==> images/registers.png <==
Drawn at 4 px/micron. Other sequential cells in the stronger gray, the rest of the logic in the fainter gray.
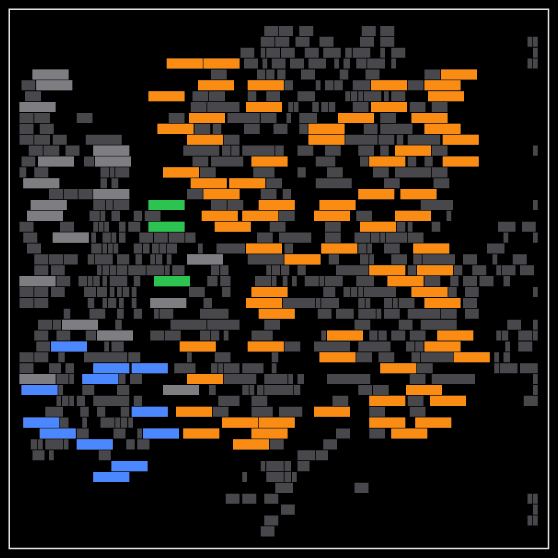
==> images/met1.png <==
Drawn at 4 px/micron. Supply wires on this layer in gray. Cells faint in the background.
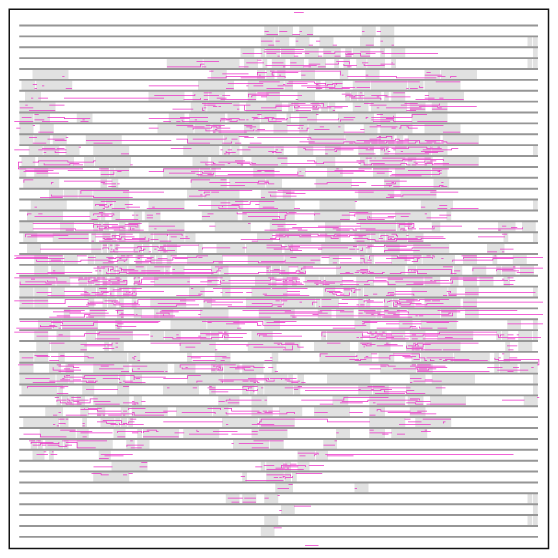
**src/rtl/rec_play_ctrl.sv**
```systemverilog
// Record/playback controller: codec init sequencing plus record/pause/play/stop FSM
// over N_TRACKS equal SRAM slots, with a per-slot recorded-length table.
module rec_play_ctrl #(
  parameter  int ADDR_W        = 20,
  parameter  int N_TRACKS      = 4,
  parameter  int I2C_START_CYC = 2048,
  parameter  int SPEED_W       = 3,
  localparam int TRK_W         = $clog2(N_TRACKS),
  localparam int OFF_W         = ADDR_W - TRK_W
) (
  input  logic               i_clk,
  input  logic               i_rst_n,
  input  logic               i_key_rec,
  input  logic               i_key_play,
  input  logic               i_key_stop,
  input  logic [TRK_W-1:0]   i_track,
  input  logic [SPEED_W-1:0] i_speed,
  input  logic               i_fast,
  input  logic               i_interp,
  input  logic               i_i2c_fin,
  input  logic [ADDR_W-1:0]  i_rec_addr,
  input  logic [ADDR_W-1:0]  i_play_addr,
  output logic               o_i2c_start,
  output logic               o_rec_start,
  output logic               o_rec_pause,
  output logic               o_rec_stop,
  output logic               o_dsp_start,
  output logic               o_dsp_pause,
  output logic               o_dsp_stop,
  output logic               o_play_en,
  output logic               o_sram_wr,
  output logic [ADDR_W-1:0]  o_track_base,
  output logic [ADDR_W-1:0]  o_track_end,
  output logic [SPEED_W-1:0] o_speed,
  output logic               o_fast,
  output logic               o_slow_lin,
  output logic               o_done,
  output logic               o_err,
  output logic [2:0]         o_state
);

  typedef enum logic [2:0] {
    S_I2C        = 3'd0,
    S_IDLE       = 3'd1,
    S_RECD       = 3'd2,
    S_RECD_PAUSE = 3'd3,
    S_PLAY       = 3'd4,
    S_PLAY_PAUSE = 3'd5
  } state_t;

  localparam int              CNT_W   = $clog2(I2C_START_CYC + 1);
  localparam logic [CNT_W-1:0] CNT_MAX = CNT_W'(I2C_START_CYC);

  state_t              r_state;
  logic [CNT_W-1:0]    r_cnt;
  logic [TRK_W-1:0]    r_trk;
  logic [OFF_W-1:0]    r_len [N_TRACKS];
  logic                r_i2c_start, r_rec_start, r_rec_pause, r_rec_stop;
  logic                r_dsp_start, r_dsp_pause, r_dsp_stop;
  logic                r_play_en, r_sram_wr, r_done, r_err, r_fast, r_slow_lin;
  logic [SPEED_W-1:0]  r_speed;

  logic [ADDR_W-1:0]   w_track_end;
  logic                w_rec_full, w_play_end, w_sel_empty;

  assign w_track_end = {r_trk, r_len[r_trk]};
  assign w_rec_full  = (i_rec_addr == {r_trk, {OFF_W{1'b1}}});
  assign w_play_end  = (i_play_addr >= w_track_end);
  assign w_sel_empty = (r_len[i_track] == '0);

  always_ff @(posedge i_clk or negedge i_rst_n) begin
    if (!i_rst_n) begin
      r_state     <= S_I2C;
      r_cnt       <= '0;
      r_trk       <= '0;
      for (int i = 0; i < N_TRACKS; i++) r_len[i] <= '0;
      r_i2c_start <= 1'b0;
      r_rec_start <= 1'b0;
      r_rec_pause <= 1'b0;
      r_rec_stop  <= 1'b0;
      r_dsp_start <= 1'b0;
      r_dsp_pause <= 1'b0;
      r_dsp_stop  <= 1'b0;
      r_play_en   <= 1'b0;
      r_sram_wr   <= 1'b0;
      r_done      <= 1'b0;
      r_err       <= 1'b0;
      r_speed     <= '0;
      r_fast      <= 1'b0;
      r_slow_lin  <= 1'b0;
    end else begin
      r_i2c_start <= 1'b0;
      r_rec_start <= 1'b0;
      r_rec_pause <= 1'b0;
      r_rec_stop  <= 1'b0;
      r_dsp_start <= 1'b0;
      r_dsp_pause <= 1'b0;
      r_dsp_stop  <= 1'b0;
      r_done      <= 1'b0;
      r_err       <= 1'b0;
      case (r_state)
        S_I2C: begin
          if (r_cnt != CNT_MAX) r_cnt <= r_cnt + 1'b1;
          if (i_i2c_fin) r_state <= S_IDLE;
          else           r_i2c_start <= (r_cnt < CNT_MAX);
        end
        S_IDLE: begin
          if (i_key_rec) begin
            r_trk       <= i_track;
            r_rec_start <= 1'b1;
            r_sram_wr   <= 1'b1;
            r_state     <= S_RECD;
          end else if (i_key_play) begin
            if (w_sel_empty) begin
              r_err <= 1'b1;
            end else begin
              r_trk       <= i_track;
              r_speed     <= i_speed;
              r_fast      <= i_fast;
              r_slow_lin  <= i_interp;
              r_dsp_start <= 1'b1;
              r_play_en   <= 1'b1;
              r_state     <= S_PLAY;
            end
          end
        end
        S_RECD, S_RECD_PAUSE: begin
          // Full-slot detection only runs while the recorder is actually writing.
          if (i_key_stop) begin
            r_rec_stop   <= 1'b1;
            r_done       <= (r_state == S_RECD) && w_rec_full;
            r_len[r_trk] <= i_rec_addr[OFF_W-1:0];
            r_sram_wr    <= 1'b0;
            r_state      <= S_IDLE;
          end else if (r_state == S_RECD && w_rec_full) begin
            r_rec_stop   <= 1'b1;
            r_done       <= 1'b1;
            r_len[r_trk] <= '1;
            r_sram_wr    <= 1'b0;
            r_state      <= S_IDLE;
          end else if (i_key_rec) begin
            if (r_state == S_RECD) begin
              r_rec_pause <= 1'b1;
              r_sram_wr   <= 1'b0;
              r_state     <= S_RECD_PAUSE;
            end else begin
              r_rec_start <= 1'b1;
              r_sram_wr   <= 1'b1;
              r_state     <= S_RECD;
            end
          end
        end
        S_PLAY, S_PLAY_PAUSE: begin
          if (i_key_stop) begin
            r_dsp_stop <= 1'b1;
            r_done     <= (r_state == S_PLAY) && w_play_end;
            r_play_en  <= 1'b0;
            r_state    <= S_IDLE;
          end else if (r_state == S_PLAY && w_play_end) begin
            r_dsp_stop <= 1'b1;
            r_done     <= 1'b1;
            r_play_en  <= 1'b0;
            r_state    <= S_IDLE;
          end else if (i_key_play) begin
            if (r_state == S_PLAY) begin
              r_dsp_pause <= 1'b1;
              r_play_en   <= 1'b0;
              r_state     <= S_PLAY_PAUSE;
            end else begin
              r_speed     <= i_speed;
              r_fast      <= i_fast;
              r_slow_lin  <= i_interp;
              r_dsp_start <= 1'b1;
              r_play_en   <= 1'b1;
              r_state     <= S_PLAY;
            end
          end
        end
        default: r_state <= S_I2C;
      endcase
    end
  end

  assign o_i2c_start  = r_i2c_start;
  assign o_rec_start  = r_rec_start;
  assign o_rec_pause  = r_rec_pause;
  assign o_rec_stop   = r_rec_stop;
  assign o_dsp_start  = r_dsp_start;
  assign o_dsp_pause  = r_dsp_pause;
  assign o_dsp_stop   = r_dsp_stop;
  assign o_play_en    = r_play_en;
  assign o_sram_wr    = r_sram_wr;
  assign o_track_base = {r_trk, {OFF_W{1'b0}}};
  assign o_track_end  = w_track_end;
  assign o_speed      = r_speed;
  assign o_fast       = r_fast;
  assign o_slow_lin   = r_slow_lin;
  assign o_done       = r_done;
  assign o_err        = r_err;
  assign o_state      = r_state;

endmodule

```
**config.mk**
```make
export PLATFORM = sky130hd
export DESIGN_NAME = rec_play_ctrl
export DESIGN_NICKNAME = d
export VERILOG_FILES = /design/src/rtl/rec_play_ctrl.sv
export SDC_FILE = /design/constraint.sdc
export NUM_CORES = 1
export LEC_CHECK = 0
export CAP_MARGIN = 20
export CORE_MARGIN = 2
export CORE_UTILIZATION = 35
export DETAILED_ROUTE_END_ITERATION = 10
export HOLD_SLACK_MARGIN = 0.02
export RECOVER_POWER = 100
export SLEW_MARGIN = 25
export SYNTH_ARGS = -nofsm -noshare
export SYNTH_HDL_FRONTEND = slang
export SYNTH_SLANG_ARGS = --single-unit
```
**constraint.sdc**
```tcl
create_clock -name i_clk -period 3.6 [get_ports i_clk]
set_clock_uncertainty 0.05 [all_clocks]
set_input_delay 0.54 -clock i_clk [delete_from_list [all_inputs] [get_ports i_clk]]
set_output_delay 0.54 -clock i_clk [all_outputs]
set_load 0.02 [all_outputs]
```
==> results.yml <==
# yosys + openroad results
placement:
  dp_cells: 791
  preCtsSetupSlack_ns: -0.0555
critical_path:
  cpMaxStageDelayCell: "mux4_2"
  critPathLaunch: "r_trk[0]"
  worstSetupEndpointType: "flip-flop"
routing:
  drc_errors: 0
  avgViaCountPerCell: 5.20
  drtAntennaViolNets: 0
floorplanning:
  ios: 112
hold_path:
  hold_end: "r_cnt[8]"
  min_path_type: "flip-flop to flip-flop"
  hold_path_depth: 1
logic_synthesis:
  netlist_top_cells_area: "dfrtp_1, mux2_4, mux2_2"
  top_area_cell: "dfrtp_1"
  ys_types: 53
  yosys-stat-area_sq_um: 5950
  muxShareOfSynthArea: 0.250
  syn_inst: 487
  syn_avg_cell_area_sq_um: 12.2
  synth.most_common_cell: "dfrtp_1"
  yosys_warnings: 0
clock_tree:
  clock_path_buffers: 2
  path_clk_slew_ns: 0.07
  cts_tree: "built"
  clkLatencyLatePin_ns: 0.35
global_route:
  grtUsageMet3: 0.0431
power_and_ir_drop:
  switching_power_uw: 2510
  clockPowerShare: 0.174
  p_leak_uw: 0.00309
flow_run:
  drv_cap: 1
layout:
  bufAreaShareNonClock: 0.143
  logic_gates: 335
  signal_buffers: 104
  clock_buffer_count: 11
  non_clock_inverter_count: 27
  drive_above_1_share: 0.167
final_timing:
  slew_violations: 29
  fin_hold_ws_ns: 0.447
  max_slew_margin: -0.0350
  worst_slew_pin_slew_ns: 1.55
run_status:
  violations: "max-capacitance violations, max-slew violations"
  status: "finished with violations"
Back to the opening pictures, registers.png:
signal	color	placed flops
r_cnt	blue	12
r_len	orange	72
o_state	green	3
not colored	18
Final Core Density: 0.437
Seq/total area: 0.362

Back to the opening pictures, met1.png:
main direction	horizontal
nets with wire on the layer	587
share of all routed wire	42%
WL final: 15,300 microns
GR Util met1: 0.229

